### src/rtl/gate_op_stage_if.sv
// rtl/gate_op_stage_if.sv - operand-issue and result-delivery handshake bundle for gate_op_stage
//
// Signals:
//   in_valid/in_ready   operand beat handshake (upstream -> stage)
//   in_a, in_b, in_op   operands and 3-bit opcode
//   out_valid/out_ready result beat handshake (stage -> downstream)
//   out_c, out_err      result and illegal-opcode tag
// Modports: master = producer/consumer side, slave = the stage itself.
interface gate_op_stage_if #(
    parameter int N = 3
);
    logic         in_valid;
    logic         in_ready;
    logic [N-1:0] in_a;
    logic [N-1:0] in_b;
    logic [2:0]   in_op;
    logic         out_valid;
    logic         out_ready;
    logic [N-1:0] out_c;
    logic         out_err;

    modport master (
        output in_valid, in_a, in_b, in_op, out_ready,
        input  in_ready, out_valid, out_c, out_err
    );

    modport slave (
        input  in_valid, in_a, in_b, in_op, out_ready,
        output in_ready, out_valid, out_c, out_err
    );
endinterface

### src/rtl/gate_op_stage.sv
// rtl/gate_op_stage.sv - two-register operand-issue / result-capture stage around an N-bit gate bank
//
// Ports:
//   clk        rising-edge clock
//   rst_n      asynchronous active-low reset
//   io         gate_op_stage_if.slave: operand handshake in, result handshake out
//   err_flag   sticky flag, set when a result tagged out_err is handed off
//   clr_err    synchronous clear of err_flag (a same-cycle set wins)
//   res_count  count of completed result handshakes, wraps modulo 2^CNT_W
module gate_op_stage #(
    parameter int N     = 3,
    parameter int CNT_W = 8
) (
    input  logic             clk,
    input  logic             rst_n,
    gate_op_stage_if.slave   io,
    output logic             err_flag,
    input  logic             clr_err,
    output logic [CNT_W-1:0] res_count
);
    localparam logic [2:0] OP_AND  = 3'd0;
    localparam logic [2:0] OP_OR   = 3'd1;
    localparam logic [2:0] OP_NAND = 3'd2;
    localparam logic [2:0] OP_NOR  = 3'd3;
    localparam logic [2:0] OP_XOR  = 3'd4;
    localparam logic [2:0] OP_XNOR = 3'd5;
    localparam logic [2:0] OP_NOT  = 3'd6;

    // Stage 1: captured operands
    logic         s1_valid;
    logic [N-1:0] s1_a;
    logic [N-1:0] s1_b;
    logic [2:0]   s1_op;

    // Stage 2: registered result, drives the output directly
    logic         s2_valid;
    logic [N-1:0] s2_c;
    logic         s2_err;

    logic         s2_take;
    logic         s1_adv;
    logic         in_fire;
    logic         out_fire;
    logic [N-1:0] gate_c;
    logic         gate_err;

    // Stage 2 frees up either when empty or when its beat leaves this cycle,
    // which lets both registers drain and reload on the same edge.
    assign s2_take     = !s2_valid || io.out_ready;
    assign s1_adv      = s1_valid && s2_take;
    assign io.in_ready = !s1_valid || s2_take;
    assign in_fire     = io.in_valid && io.in_ready;
    assign out_fire    = s2_valid && io.out_ready;

    assign io.out_valid = s2_valid;
    assign io.out_c     = s2_c;
    assign io.out_err   = s2_err;

    // Gate bank; opcode 7 yields a zero result tagged as an error.
    always_comb begin
        gate_c   = '0;
        gate_err = 1'b0;
        case (s1_op)
            OP_AND:  gate_c = s1_a & s1_b;
            OP_OR:   gate_c = s1_a | s1_b;
            OP_NAND: gate_c = ~(s1_a & s1_b);
            OP_NOR:  gate_c = ~(s1_a | s1_b);
            OP_XOR:  gate_c = s1_a ^ s1_b;
            OP_XNOR: gate_c = ~(s1_a ^ s1_b);
            OP_NOT:  gate_c = ~s1_a;
            default: gate_err = 1'b1;
        endcase
    end

    always_ff @(posedge clk or negedge rst_n) begin
        if (!rst_n) begin
            s1_valid <= 1'b0;
            s1_a     <= '0;
            s1_b     <= '0;
            s1_op    <= '0;
        end else if (in_fire) begin
            s1_valid <= 1'b1;
            s1_a     <= io.in_a;
            s1_b     <= io.in_b;
            s1_op    <= io.in_op;
        end else if (s1_adv) begin
            s1_valid <= 1'b0;
        end
    end

    always_ff @(posedge clk or negedge rst_n) begin
        if (!rst_n) begin
            s2_valid <= 1'b0;
            s2_c     <= '0;
            s2_err   <= 1'b0;
        end else if (s1_adv) begin
            s2_valid <= 1'b1;
            s2_c     <= gate_c;
            s2_err   <= gate_err;
        end else if (out_fire) begin
            s2_valid <= 1'b0;
        end
    end

    always_ff @(posedge clk or negedge rst_n) begin
        if (!rst_n) begin
            res_count <= '0;
            err_flag  <= 1'b0;
        end else begin
            if (out_fire) begin
                res_count <= res_count + 1'b1;
            end
            if (out_fire && s2_err) begin
                err_flag <= 1'b1;
            end else if (clr_err) begin
                err_flag <= 1'b0;
            end
        end
    end
endmodule

### src/flat_wrapper.sv
// flat-port wrapper written by rule: the top's interface ports become plain ports
module gate_op_stage_flat 
#(
    parameter int N     = 3,
    parameter int CNT_W = 8
)
  (clk, rst_n, err_flag, clr_err, res_count, io_in_valid, io_in_a, io_in_b, io_in_op, io_out_ready, io_in_ready, io_out_valid, io_out_c, io_out_err);
  gate_op_stage_if #(.N(N)) io_i ();
  input  logic clk;
  input  logic rst_n;
  output logic err_flag;
  input  logic clr_err;
  output logic [CNT_W-1:0] res_count;
  input wire logic [$bits(io_i.in_valid)-1:0] io_in_valid;
  input wire logic [$bits(io_i.in_a)-1:0] io_in_a;
  input wire logic [$bits(io_i.in_b)-1:0] io_in_b;
  input wire logic [$bits(io_i.in_op)-1:0] io_in_op;
  input wire logic [$bits(io_i.out_ready)-1:0] io_out_ready;
  output wire logic [$bits(io_i.in_ready)-1:0] io_in_ready;
  output wire logic [$bits(io_i.out_valid)-1:0] io_out_valid;
  output wire logic [$bits(io_i.out_c)-1:0] io_out_c;
  output wire logic [$bits(io_i.out_err)-1:0] io_out_err;
  assign io_i.in_valid = io_in_valid;
  assign io_i.in_a = io_in_a;
  assign io_i.in_b = io_in_b;
  assign io_i.in_op = io_in_op;
  assign io_i.out_ready = io_out_ready;
  assign io_in_ready = io_i.in_ready;
  assign io_out_valid = io_i.out_valid;
  assign io_out_c = io_i.out_c;
  assign io_out_err = io_i.out_err;
  gate_op_stage #(.N(N), .CNT_W(CNT_W)) u_core (.clk(clk), .rst_n(rst_n), .io(io_i), .err_flag(err_flag), .clr_err(clr_err), .res_count(res_count));
endmodule
### config.mk
export PLATFORM = sky130hd
export DESIGN_NAME = gate_op_stage_flat
export DESIGN_NICKNAME = d
export VERILOG_FILES = /design/src/rtl/gate_op_stage_if.sv /design/src/rtl/gate_op_stage.sv /design/src/flat_wrapper.sv
export SDC_FILE = /design/constraint.sdc
export NUM_CORES = 1
export LEC_CHECK = 0
export CORE_AREA = 4 4 56 58
export DETAILED_ROUTE_END_ITERATION = 7
export DIE_AREA = 0 0 60 62
export PLACE_DENSITY_LB_ADDON = 0.08
export SYNTH_ARGS = -nofsm -noshare
export SYNTH_HDL_FRONTEND = slang
export SYNTH_SLANG_ARGS = --single-unit
export TNS_END_PERCENT = 50
### constraint.sdc
create_clock -name clk -period 2.05 [get_ports clk]
set_input_delay 0.205 -clock clk [delete_from_list [all_inputs] [get_ports clk]]
set_output_delay 0.205 -clock clk [all_outputs]
set_load 0.1 [all_outputs]
==> results.json, run 1 <==
{
  "final_layout_top_logic_cells": "23 x sky130_fd_sc_hd__dfrtp_1, 15 x sky130_fd_sc_hd__buf_4, 13 x sky130_fd_sc_hd__clkdlybuf4s50_1",
  "die_w_um": 60,
  "post-cts-setup-buffers": 0,
  "stage_log_warnings": 30,
  "cp-endpoint": "u_core.io.out_c[2]$_DFFE_PN0P_",
  "avgViaCountPerCell": 5.18,
  "worst-path-buf-inv": 0,
  "max_slew.worst_pin.slew_ns": 0.513,
  "r2r_end": "u_core.io.out_c[2]$_DFFE_PN0P_",
  "synth_dominant_cell_count": "sky130_fd_sc_hd__dfrtp_1",
  "timing.final.max_slew_violations": 0,
  "drv.max_cap_violation_count": 0,
  "ioPinCount": 29,
  "r2r_start": "u_core.s1_op[2]$_DFFE_PN0P_",
  "critical_path.max_stage_delay_ns": 0.69,
  "layout.non_clock_inverters": 7,
  "area_fraction_in_compound_gates_after_synthesis_pct": 8.47,
  "endpoint_class_of_the_critical_path": "flip-flop",
  "critical_path_required_ns": 2.27,
  "buffer_ports.inserted": 28,
  "enable_flop_cells": 0,
  "max-clock-path-buffers": 2,
  "min_period_over_period_pct": 78.9,
  "final.clkbuf_count": 4,
  "area_growth_synth_to_finish_pct": 27.6,
  "timing.critical_path.slowest_stage_cell": "sky130_fd_sc_hd__dfrtp_1",
  "grt_pass1_wl_um": 3740,
  "layout.nonclk_buf_share_pct": 17.0,
  "ys_top_cells_by_count": "24 x sky130_fd_sc_hd__dfrtp_1, 11 x sky130_fd_sc_hd__mux2_2, 8 x sky130_fd_sc_hd__nand2_1, 7 x sky130_fd_sc_hd__ha_1, 7 x sky130_fd_sc_hd__inv_1",
  "buffers_excl_clock": 29,
  "post_synth_main_area_contributors": "sky130_fd_sc_hd__dfrtp_1 50%, sky130_fd_sc_hd__mux2_2 10%, sky130_fd_sc_hd__ha_1 7.2%",
  "hold_ws_ns": 0.228,
  "clock_insertion_delay_worst_skew_ns": 0.31,
  "globalRoute.totalOverflow": 0,
  "layoutNonFillerInstCount": 167,
  "row_count": 19,
  "drive_gt1_share_pct": 24.3,
  "tapCellCount": 31,
  "layout_top_cell_excl_fill_tap": "sky130_fd_sc_hd__dfrtp_1",
  "clock_skew_ns": 0.00591,
  "fp.dieArea_sq_um": 3720,
  "dominant-cell-class": "registers",
  "layout.clock.cell_area_share_pct": 2.35,
  "comb_cells": 72,
  "antenna_cells_inserted": 0,
  "largest_net_degree_at_the_start_of_global_routing": 25,
  "all_layer_global_routing_usage_pct": 13.5,
  "die_y_extent_um": 62,
  "path_delay_family": "flip-flops",
  "topCombFamilyByArea": "multiplexers",
  "powerDensity_nw_per_um2": 1350,
  "core_util_floorplan_pct": 45.5,
  "nets": 158,
  "outcome": "completed",
  "dr_total_vias": 865,
  "yosys-mux-area-fraction_pct": 14.4,
  "setup_viol": 0,
  "placedCellCount": 163,
  "ys_seq_elements": 24,
  "mappedNetlistNets": 127,
  "rr_worst_depth": 4,
  "routed_wl_um": 2310,
  "hold_path_class": "in -> async",
  "dr.first_iter.drc_count": 27,
  "final.setup.worst_slack_ns": 0.432,
  "ys_warn_count": 0,
  "synth-seq-area-share_pct": 49.6,
  "fin_setup_tns_ns": 0,
  "drc": 0,
  "totalPowerFinal_uw": 2090,
  "route.detailed.wl_per_inst_um": 13.8,
  "synth_top_area_share_pct": 49.6,
  "routabilityCongestion": 0.649,
  "worst-path-max-fanout": 15,
  "yosys.area_share.adder_pct": 7.23,
  "core_area_sq_um": 2660,
  "place.detailed.hpwl_um": 1730,
  "postSynth.asyncResetShare_pct": 100,
  "post_synth.cell_area_avg_sq_um": 11.4,
  "cell_leakage_power_uw": 0.000733,
  "final_hold_viol_count": 0,
  "xor_xnor_share_pct": 5.06,
  "register_to_register_path_setup_slack_ns": 0.43,
  "grt_antenna_before_repair": 0,
  "critical_path_depth": 4,
  "clock-sinks": 24,
  "maxSlewHeadroom_pct": 65.8,
  "peakVddDrop_mv": 1.29,
  "ys_dominant_reg_cell": "sky130_fd_sc_hd__dfrtp_1",
  "largest_area_contributor_in_the_synthesized_netlist": "sky130_fd_sc_hd__dfrtp_1",
  "fmaxAchievable_mhz": 618,
  "crit_path_start": "u_core.s1_op[2]$_DFFE_PN0P_",
  "start_kind": "flip-flop",
  "synth.cell_area_sq_um": 1210,
  "placed_cell_area_sq_um": 1510,
  "ctsHtreeMaxLevel": 1,
  "critical_path_arrival_ns": 1.84,
  "clock-root-buffer": "sky130_fd_sc_hd__clkbuf_4",
  "yosysChipArea_sq_um": 1210,
  "syn_inst": 106,
  "synth_cell_types": 25,
  "drt_pass1_iterations": 4,
  "cts_resizes": 0,
  "comb-cell-share_pct": 37.3,
  "setup_slack_placement_ns": 0.294,
  "unrepaired_setup_endpoints_after_global_routing": "no",
  "cts_tree": "done",
  "criticalPathCategory": "reg -> reg",
  "path_clk_slew_ns": 0.13,
  "crit_chain": "mux2i_1, nor2_1, a211o_1, a32o_1",
  "ys_sh_simple_pct": 11.6,
  "post_cts_hold_buffer_count": 0,
  "ant_nets": 0,
  "numCtsBuffers": 3,
  "postLayoutCellArea_sq_um": 1550,
  "period_needed_ns": 1.62,
  "layout.area.comb_sq_um": 577,
  "grt_pass1_vias": 859,
  "yosys-stat-cells": 106
}
==> run 1: metal layers <==
| metal | wire (um) | global-route usage (%) | part of all wire (%) |
|---|---|---|---|
| met1 | 1090 | 18.1 | 47 |
| met2 | 1030 | 20.7 | 45 |
| met3 | 125 | 2.27 | 5.4 |
| met4 | 63 | 7.59 | 2.7 |
| met5 | 0 | 0 | 0 |
==> run 1: state kept, by name, summed over array words and instances (netlist names) <==
signal               cells
u_core.err_flag          1
u_core.io.out_c          3
u_core.io.out_err        1
u_core.io.out_valid      1
u_core.res_count         8
u_core.s1_a              3
u_core.s1_b              3
u_core.s1_op             3
u_core.s1_valid          1
==> run 1: power by group <==
part / internal (uW) / total, uW / switching [uW]
clock network: 109 / 248 / 139
registers: 587 / 722 / 135
logic: 302 / 1120 / 820
total: 998 / 2090 / 1090
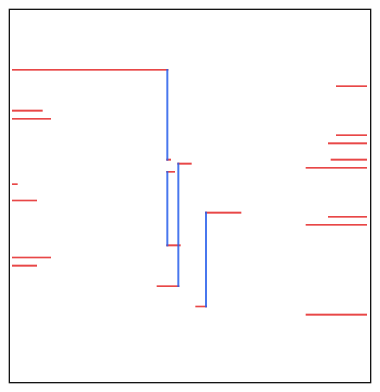
run_1/metal_stack.png
Scale: 6 px per um. Only two layers are drawn.
- blue: met4 (wire length 63.2 um)
- red: met3 (wire length 125 um)

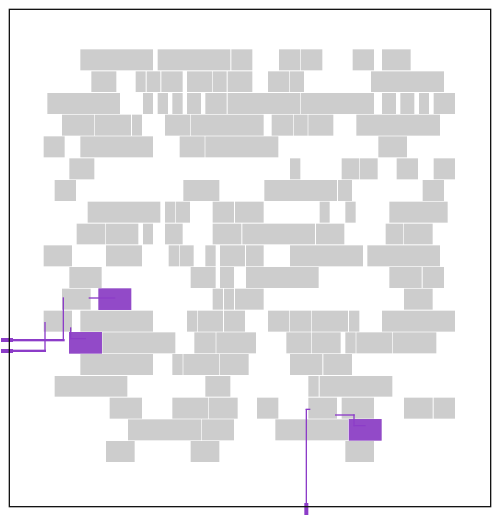
run_1/port_nets.png
Scale: 8 px per um.
- purple: io_in_op (bits 3; direction input; edge 2 left, 1 bottom; end cells 3; wire 42.6 um)

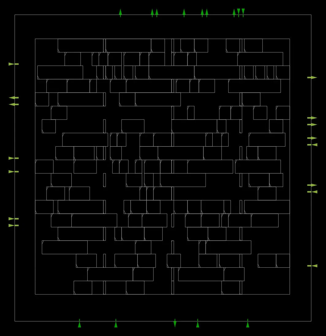
run_1/final_placement.png
fraction of the core area covered by cells at the end of the flow: 58.0%
num sequential: 24
layout filler cell count: 236

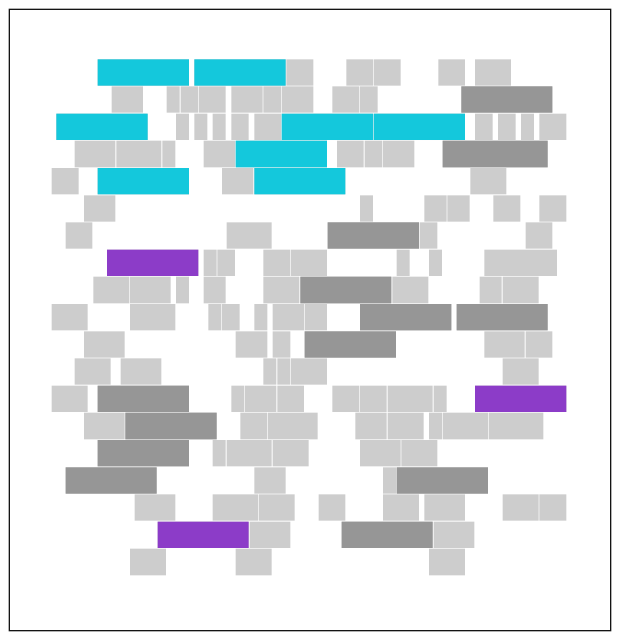
run_1/registers.png
Scale: 10 px per um. Other sequential cells in the stronger gray, the rest of the logic in the fainter gray.
- cyan: u_core.res_count (placed flops 8)
- purple: u_core.s1_a (placed flops 3)
seq pwr: 722 uW
proportion of cell area occupied by registers: 39.1%
sequential standard cell area: 604 sq um

run_1/wire_density.png
Scale: 6 px per um. The die is cut into 12 by 12 equal tiles; dark blue is low, red is high, scaled to the fullest tile. Values are wire area over tile area, all layers added.
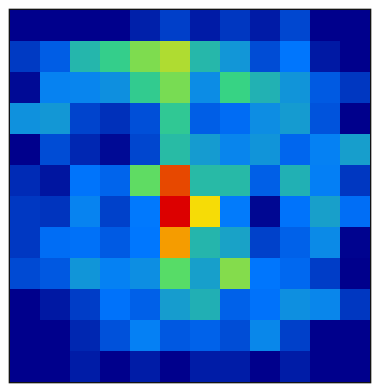

==> run 2, diff against run 1 <==
==> constraint.sdc (replaced) <==
create_clock -name clk -period 1.7 [get_ports clk]
set_input_delay 0.17 -clock clk [delete_from_list [all_inputs] [get_ports clk]]
set_output_delay 0.17 -clock clk [all_outputs]
set_load 0.1 [all_outputs]
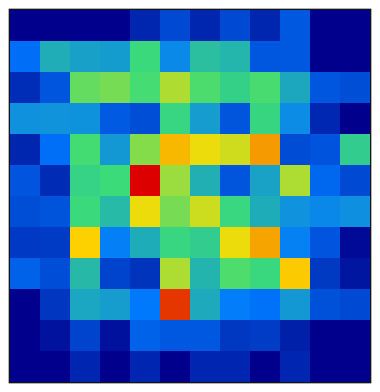
run_2/wire_density.png
Scale: 6 px per um. The die is cut into 12 by 12 equal tiles; dark blue is low, red is high, scaled to the fullest tile. Values are wire area over tile area, all layers added.
- emptiest ninth of the die: bottom left
- densest ninth of the die: middle
- mean over tiles: 0.097
- fullest tile: 0.34

==> run 2 against run 1 <==
  * Synthesized cell count unchanged
  * Count of clock-buffer cells in the layout unchanged
  * Die area unchanged
  * Cell count up 1.2%
  * Maximum frequency up 3.9%
  * Non-clock buffer count up 2
  * Critical path depth up 2
  * Routed wire length about the same
  * Setup slack worse by 0.29 ns
  * Final area up 7.7%
  * Utilization up 4.5 points
==> results.json, run 2 <==
{
  "outcome": "completed",
  "hold_ws_ns": 0.0867,
  "area.share.sequential_pct": 36.4,
  "mappedNetlistNets": 127,
  "globalRoute.totalOverflow": 0,
  "fmaxAchievable_mhz": 642,
  "drive_gt1_share_pct": 25.4,
  "crit_chain": "inv_1, ha_1, mux2i_1, nor2_1, a211o_1, a32o_1",
  "maxSlewHeadroom_pct": 74.3,
  "r2r_start": "u_core.s1_a[0]$_DFFE_PN0P_",
  "post-cts-setup-buffers": 0,
  "ioPinCount": 29,
  "fin_setup_tns_ns": 0,
  "layout.non_clock_inverters": 7,
  "yosysChipArea_sq_um": 1210,
  "globalRouteMet1Util_pct": 18.5,
  "fp.dieArea_sq_um": 3720,
  "ys_dominant_reg_cell": "sky130_fd_sc_hd__dfrtp_1",
  "p_sw_uw": 1360,
  "final_layout_top_logic_cells": "22 x sky130_fd_sc_hd__dfrtp_1, 13 x sky130_fd_sc_hd__clkdlybuf4s50_1, 10 x sky130_fd_sc_hd__mux2_2, 10 x sky130_fd_sc_hd__buf_12, 8 x sky130_fd_sc_hd__buf_4",
  "max_slew.worst_pin.slew_ns": 0.384,
  "cts_tree": "done",
  "max-clock-path-buffers": 2,
  "grt_pass1_wl_um": 3820,
  "hold_path_class": "in -> async",
  "die_w_um": 60,
  "worst-path-max-fanout": 4,
  "unrepaired_setup_endpoints_after_global_routing": "no",
  "avgViaCountPerCell": 5.17,
  "final_core_util_pct": 62.5,
  "place.detailed.hpwl_um": 1820,
  "post_cts_hold_buffer_count": 0,
  "placedCellCount": 165,
  "path_clk_slew_ns": 0.13,
  "yosys.area_share.adder_pct": 7.23,
  "topCombFamilyByArea": "multiplexers",
  "antenna_cells_inserted": 0,
  "buffer_ports.inserted": 28,
  "ant_nets": 0,
  "layout.nonclk_buf_share_pct": 23.5,
  "clock_skew_ns": 0.00952,
  "layout.clock.cell_area_share_pct": 1.58,
  "syn_inst": 106,
  "postSynth.asyncResetShare_pct": 100,
  "period_needed_ns": 1.56,
  "fillCellCount": 232,
  "r2r_end": "u_core.io.out_c[0]$_DFFE_PN0P_",
  "drc": 0,
  "ys_seq_elements": 24,
  "highest_layer": "met4",
  "routabilityCongestion": 0.709,
  "cp-endpoint": "u_core.io.out_c[0]$_DFFE_PN0P_",
  "crit_path_start": "u_core.s1_a[0]$_DFFE_PN0P_",
  "numCtsBuffers": 3,
  "criticalPathCategory": "reg -> reg",
  "core_util_floorplan_pct": 45.5,
  "setup_slack_placement_ns": 0.0397,
  "critical_path_depth": 6,
  "row_count": 19,
  "largest_register_ffs": 8,
  "ys_warn_count": 0,
  "synth_cell_types": 25,
  "post_synth_main_area_contributors": "sky130_fd_sc_hd__dfrtp_1 50%, sky130_fd_sc_hd__mux2_2 10%, sky130_fd_sc_hd__ha_1 7.2%"
}
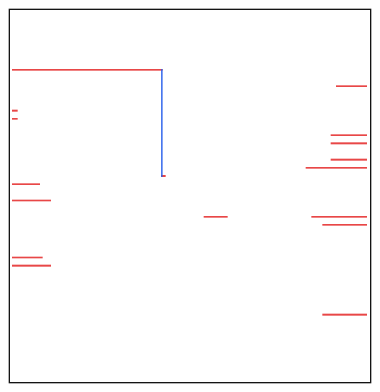
run_2/metal_stack.png
Scale: 6 px per um. Only two layers are drawn.
- blue: met4 (wire length 17.7 um)
- red: met3 (wire length 107 um)
per-cell routed wire length: 13.7 um
total length of routed wires: 2310 um
vias after detailed routing: 873
all-layer global routing usage: 14.0%

## run 2: netlist changes by cell type in the layout (fill, tap and decap cells not counted)
| cell | change |
|---|---|
| sky130_fd_sc_hd__buf_4 | -7 |
| sky130_fd_sc_hd__clkbuf_1 | +1 |
| sky130_fd_sc_hd__dfrtp_1 | -1 |
| sky130_fd_sc_hd__buf_12 | +9 |
| sky130_fd_sc_hd__clkbuf_8 | -1 |
| sky130_fd_sc_hd__dfrtp_2 | +1 |
## run 2: power by group through the flow
stage	Clock (uW)	Combinational, uW	Sequential (uW)
after detailed placement	0	1560	920
after CTS	268	1560	909
final	256	1550	908
after global placement	0	1550	911
after global routing	283	1630	936
after floorplan	0	349	1580
Power figures rest on the tool's default switching activity, not on a simulated workload.
